## src/rtl/if_fetch_if.sv

```systemverilog
// Fetch-stage bus bundle: instruction-memory request/response and the
// decode-side valid/ready handshake.
interface if_fetch_if;
  logic        imem_req;
  logic [63:0] imem_addr;
  logic        imem_rvalid;
  logic [31:0] imem_rdata;
  logic        id_valid;
  logic        id_ready;
  logic [31:0] id_instr;
  logic [63:0] id_pc;

  modport master (
    output imem_req, imem_addr,
    input  imem_rvalid, imem_rdata,
    output id_valid, id_instr, id_pc,
    input  id_ready
  );

  modport slave (
    input  imem_req, imem_addr,
    output imem_rvalid, imem_rdata,
    input  id_valid, id_instr, id_pc,
    output id_ready
  );
endinterface

```

## src/rtl/if_fetch.sv

```systemverilog
// Instruction-fetch stage: one outstanding imem request, 2-entry decode queue,
// redirect flush. Optional fetch_count port enabled by IF_FETCH_PERF_EN.
module if_fetch #(
  parameter logic [63:0] RESET_PC = 64'h0
) (
  input  logic        clk,
  input  logic        rst,
  input  logic [63:0] pc,
  output logic [63:0] pc_next,
  input  logic        redirect,
  input  logic [63:0] redirect_pc,
  if_fetch_if.master  bus
`ifdef IF_FETCH_PERF_EN
  ,
  output logic [31:0] fetch_count
`endif
);

  typedef enum logic {IDLE, WAIT} state_t;

  state_t      state, state_nx;
  logic        drop, drop_nx;
  logic [63:0] pend_pc;
  logic [31:0] q_instr [2];
  logic [63:0] q_pc    [2];
  logic        rd_ptr, wr_ptr;
  logic [1:0]  count;
  logic        issue, push, pop;

  always_comb begin
    issue    = (state == IDLE) && (count != 2'd2) && !redirect;
    push     = (state == WAIT) && bus.imem_rvalid && !drop && !redirect;
    pop      = (count != 2'd0) && bus.id_ready;
    state_nx = state;
    drop_nx  = drop;
    unique case (state)
      IDLE: if (issue) state_nx = WAIT;
      WAIT: begin
        if (bus.imem_rvalid) begin
          state_nx = IDLE;
          drop_nx  = 1'b0;
        end else if (redirect) begin
          drop_nx = 1'b1;
        end
      end
      default: state_nx = IDLE;
    endcase
  end

  // Request and next-PC are gated by rst so they show reset values immediately.
  always_comb begin
    bus.imem_req  = rst && issue;
    bus.imem_addr = bus.imem_req ? pc : '0;
    if (!rst)          pc_next = RESET_PC;
    else if (redirect) pc_next = redirect_pc & ~64'h3;
    else if (issue)    pc_next = pc + 64'd4;
    else               pc_next = pc;
  end

  always_comb begin
    bus.id_valid = (count != 2'd0);
    bus.id_instr = q_instr[rd_ptr];
    bus.id_pc    = q_pc[rd_ptr];
  end

  always_ff @(posedge clk or negedge rst) begin
    if (!rst) begin
      state   <= IDLE;
      drop    <= 1'b0;
      pend_pc <= '0;
      rd_ptr  <= 1'b0;
      wr_ptr  <= 1'b0;
      count   <= '0;
      for (int unsigned i = 0; i < 2; i++) begin
        q_instr[i] <= '0;
        q_pc[i]    <= '0;
      end
    end else begin
      state <= state_nx;
      drop  <= drop_nx;
      if (issue) pend_pc <= pc;
      if (redirect) begin
        rd_ptr <= 1'b0;
        wr_ptr <= 1'b0;
        count  <= '0;
      end else begin
        if (push) begin
          q_instr[wr_ptr] <= bus.imem_rdata;
          q_pc[wr_ptr]    <= pend_pc;
          wr_ptr          <= ~wr_ptr;
        end
        if (pop) rd_ptr <= ~rd_ptr;
        unique case ({push, pop})
          2'b10:   count <= count + 2'd1;
          2'b01:   count <= count - 2'd1;
          default: count <= count;
        endcase
      end
    end
  end

`ifdef IF_FETCH_PERF_EN
  always_ff @(posedge clk or negedge rst) begin
    if (!rst)     fetch_count <= '0;
    else if (pop) fetch_count <= fetch_count + 32'd1;
  end
`endif

endmodule

```

## src/flat_wrapper.sv

```systemverilog
// flat-port wrapper written by rule: the top's interface ports become plain ports
module if_fetch_flat 
#(
  parameter logic [63:0] RESET_PC = 64'h0
)
  (clk, rst, pc, pc_next, redirect, redirect_pc, bus_imem_req, bus_imem_addr, bus_imem_rvalid, bus_imem_rdata, bus_id_valid, bus_id_instr, bus_id_pc, bus_id_ready);
  if_fetch_if bus_i ();
  input  logic clk;
  input  logic rst;
  input  logic [63:0] pc;
  output logic [63:0] pc_next;
  input  logic redirect;
  input  logic [63:0] redirect_pc;
  output wire logic [$bits(bus_i.imem_req)-1:0] bus_imem_req;
  output wire logic [$bits(bus_i.imem_addr)-1:0] bus_imem_addr;
  input wire logic [$bits(bus_i.imem_rvalid)-1:0] bus_imem_rvalid;
  input wire logic [$bits(bus_i.imem_rdata)-1:0] bus_imem_rdata;
  output wire logic [$bits(bus_i.id_valid)-1:0] bus_id_valid;
  output wire logic [$bits(bus_i.id_instr)-1:0] bus_id_instr;
  output wire logic [$bits(bus_i.id_pc)-1:0] bus_id_pc;
  input wire logic [$bits(bus_i.id_ready)-1:0] bus_id_ready;
  assign bus_imem_req = bus_i.imem_req;
  assign bus_imem_addr = bus_i.imem_addr;
  assign bus_i.imem_rvalid = bus_imem_rvalid;
  assign bus_i.imem_rdata = bus_imem_rdata;
  assign bus_id_valid = bus_i.id_valid;
  assign bus_id_instr = bus_i.id_instr;
  assign bus_id_pc = bus_i.id_pc;
  assign bus_i.id_ready = bus_id_ready;
  if_fetch #(.RESET_PC(RESET_PC)) u_core (.clk(clk), .rst(rst), .pc(pc), .pc_next(pc_next), .redirect(redirect), .redirect_pc(redirect_pc), .bus(bus_i));
endmodule
```

## config.mk

```make
export PLATFORM = sky130hd
export DESIGN_NAME = if_fetch_flat
export DESIGN_NICKNAME = d
export VERILOG_FILES = /design/src/rtl/if_fetch_if.sv /design/src/rtl/if_fetch.sv /design/src/flat_wrapper.sv
export SDC_FILE = /design/constraint.sdc
export NUM_CORES = 1
export LEC_CHECK = 0
export ABC_CLOCK_PERIOD_IN_PS = 5500
export CAP_MARGIN = 20
export CORE_MARGIN = 2
export CORE_UTILIZATION = 35
export CTS_BUF_LIST = sky130_fd_sc_hd__clkbuf_4 sky130_fd_sc_hd__clkbuf_8 sky130_fd_sc_hd__clkbuf_16
export DETAILED_ROUTE_END_ITERATION = 7
export SLEW_MARGIN = 20
export SYNTH_ARGS = -nofsm -noshare
export SYNTH_HDL_FRONTEND = slang
export SYNTH_SLANG_ARGS = --single-unit
```

## constraint.sdc

```tcl
create_clock -name clk -period 5.5 [get_ports clk]
set_input_delay 1.65 -clock clk [delete_from_list [all_inputs] [get_ports clk]]
set_output_delay 1.65 -clock clk [all_outputs]
set_load 0.01 [all_outputs]
```

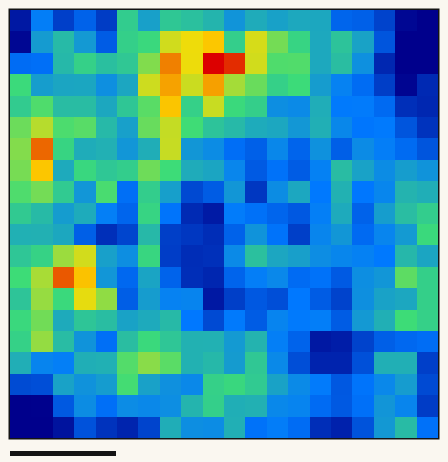
*Routed metal per tile, run 1*
Bar = 50 um. 20 x 20 tiles, from dark blue (low) to red (high), scaled to the fullest tile. Values are wire area over tile area, all layers added.
tiles over half the peak	14%
fullest tile	0.55
nearly empty tiles	3.0%
all-layer global routing usage: 22.9%
wire per inst: 20.5 um
Detailed Route WL: 47700 um

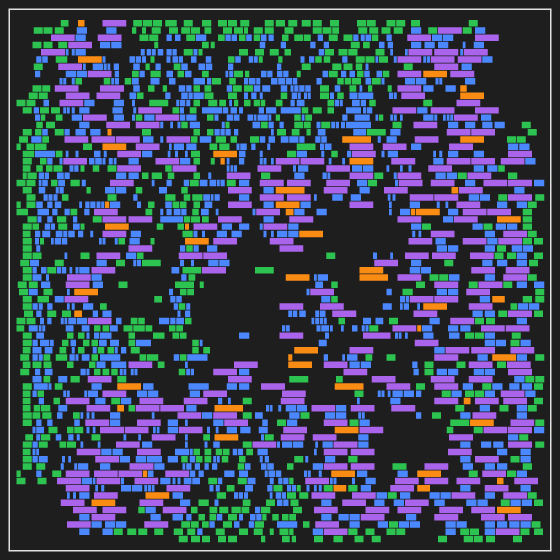
*Cells colored by class, run 1*
color	class	cells
green	other buffers and delay cells	573
blue	all other logic	925
purple	flops	262
orange	clock drivers and dummy loads	53
final core utilization: 52.9%
area of all placed cells without fillers: 20500 um^2
register fraction of the total cell area: 32.0%
area of the core: 38700 um^2

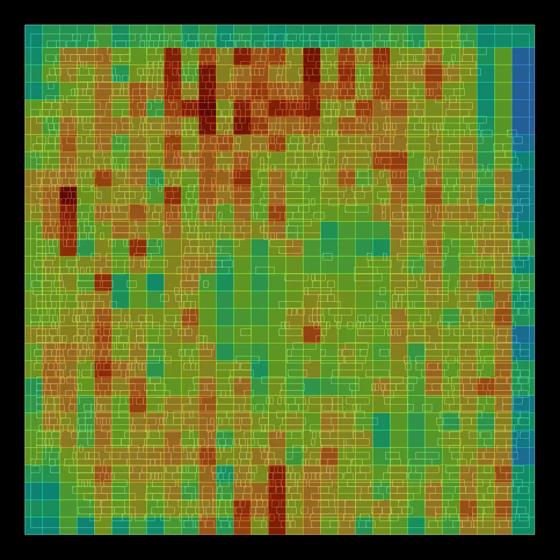
*Congestion heat map, run 1*
GR Layer Usage met1: 31.1%
most crowded layer after global routing: met2
M3 GR Usage: 4.55%
Global Route met2 Usage: 37.4%

==> run notes, run 1 <==
Numbers from the implementation run.

The flow ran to the end, and the final reports show no timing, DRC or antenna violations. Once the clock tree was built, the resizer swapped 216 gates to a different size. The critical-path cell with the highest stage delay is sky130_fd_sc_hd__clkdlybuf4s50_1.

The worst reg2reg path depth is 5. Derived from the worst setup path, the maximum achievable clock frequency is roughly 180 MHz. No sink is reached through more buffers than the 3 on the longest clock path. The number of global-route vias before repair is approximately 12000. The clock-pin transition on the worst setup and hold timing paths is 0.05 ns. Summed over all combinational cells, the power is 2.60 mW. The number of buffers added on ports is 388. The chip occupies just over 40000 um^2.

The cell sequence reported for the critical path is clkdlybuf4s50_1 > and4_4 > and4_1 > nand4_1 > buf_4 > or4_1 > a31oi_1 > buf_2. The number of nets in the layout is approximately 2000. The setup violation total in the final timing report is 0.

Across all register-to-register paths, the minimum setup slack is approximately 2.8 ns. Of the total synthesized cell area, the portion taken by AND, OR, NAND and NOR gates is 16.4%. The flow reports that combinational logic draws ~35% of the design power. The number of different library cells in the post-synthesis netlist is 55. The routability congestion estimate is roughly 0.90. Tracing the worst setup path back leads to its startpoint at pc[30]. The layout filler cell count is about 3500. The maximum fanout encountered on the critical timing path is 8. In this run the critical register-to-register path is launched from u_core.state$_DFF_PN0_. Looking at the clock tree report, the H-tree level count equals 1. Per the layout area report, the combinational gate area comes to 6980 um^2. The setup slack after layout is 0.0570 ns.

The worst-skew pair later-pin latency is 0.55 ns. Per the final report, the share of cell area in clock cells is 4.98%. The fraction of cell area in non-clock buffers is 25.4%. The core utilization before placement is 35.5%.

The mapped netlist covers 13700 um^2. The smallest hold slack is 0.495 ns. The sequential cells in the finished layout cover a total of around 6600 um^2.

Data on the critical path arrives at its endpoint at 3.79 ns. The wire length the detailed router placed on met1 is 21500 um. The timing report gives the biggest stage delay along the critical path as 0.54 ns.

The final antenna diode tally reported by the flow is 2.
==> run 2, diff against run 1 <==
--- a/config.mk
+++ b/config.mk
@@ -15,3 +15,4 @@
 export SYNTH_ARGS = -nofsm -noshare
 export SYNTH_HDL_FRONTEND = slang
 export SYNTH_SLANG_ARGS = --single-unit
+export TNS_END_PERCENT = 100
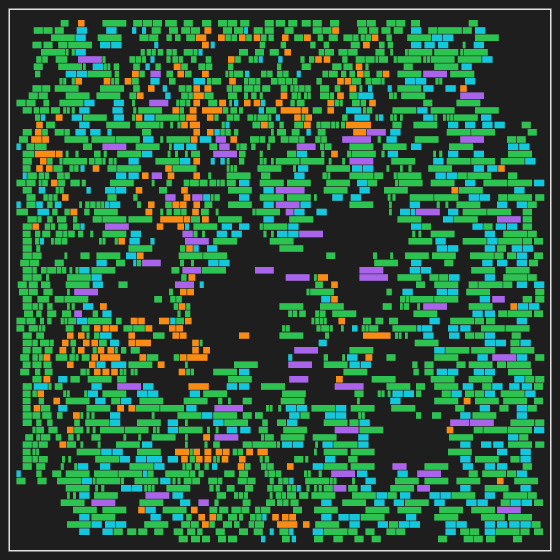
*Sizing map, run 2*
color	size	cells	share	most used
orange	drive 3 to 4	198	11%	buf_4
green	drive 1 or less	1191	66%	clkdlybuf4s50_1
purple	drive 6 and up	57	3.1%	clkbuf_16
cyan	drive 2	367	20%	mux2_2
Buffers excl. clock: 573
worst setup slack after layout: 0.0570 ns
relative area change from synthesis to final layout: 49.0%

==> run notes, run 2 <==
Numbers from the implementation run.

The worst reg2reg path depth is 5 (unchanged). After detailed routing, the met2 layer carries 22200 um of wire. The start of the worst register-to-register path is u_core.state$_DFF_PN0_. The combinational cell area excluding buffers and inverters is 6980 um^2 (unchanged). The met2 demand-to-capacity share in global routing is 37.4% (unchanged). The aggregate routed wire length is 47700 um (unchanged). In this run the worst setup path begins at pc[30]. The peak clock frequency supported by timing is 184 MHz (unchanged). The total track usage is 22.9% (unchanged). The number of buffers added on ports is 388 (unchanged). The post-route core utilization is 52.9% (unchanged). The total area of sequential cells was 6560 um^2 (unchanged). The maximum fanout encountered on the critical timing path is 8 (unchanged).

The area fraction in and, or, nand and nor cells after synthesis is 16.4% (unchanged). For reference, the critical path cell chain is clkdlybuf4s50_1 > and4_4 > and4_1 > nand4_1 > buf_4 > or4_1 > a31oi_1 > buf_2. The wire length the detailed router placed on met1 is 21500 um (unchanged). The number of different library cells in the post-synthesis netlist is 55 (unchanged). The number of nets in the layout is 1957 (unchanged). The post-route standard cell area excluding fillers is 20500 um^2 (unchanged). By instance count after routing, the leading logic cell types are sky130_fd_sc_hd__clkdlybuf4s50_1 (305), sky130_fd_sc_hd__mux2_2 (288), sky130_fd_sc_hd__dfrtp_1 (261). The endpoint arrival time on the critical path was 3.79 ns (about the same).

The count of H-tree levels built during CTS is 1 (unchanged). The area fraction of clock buffers and clock inverters was 4.98% (unchanged). The total die size is 40900 um^2 (unchanged). The flow ran to the end, and the final reports show no timing, DRC or antenna violations.

The number of cells upsized or downsized after cts is 216 (unchanged). The fraction of met3 tracks used by global routing is 4.55% (unchanged). The core box area is 38700 um^2 (unchanged). The clock-pin transition on the worst setup and hold timing paths is 0.05 ns (about the same). The worst-skew pair later-pin latency came to 0.55 ns (about the same). The layout filler cell count came to 3529 (unchanged). The final tally of max-slew violations is 0. The number of diodes added for antenna fixing is 2 (unchanged). The routability congestion estimate is 0.901 (unchanged).

The post-synthesis cell area came to 13700 um^2 (unchanged). The average wire per standard cell is 20.5 um (unchanged). The core utilization before placement was 35.5% (unchanged). The setup violation total in the final timing report came to 0 (unchanged). The sequential fraction of total cell area is 32.0% (unchanged).

The combinational-cell power consumption is 2.60 mW (about the same). The worst stage delay on the critical path is 0.54 ns (about the same). The fraction of cell area in non-clock buffers is 25.4% (unchanged).
Power figures rest on the tool's default switching activity, not on a simulated workload.
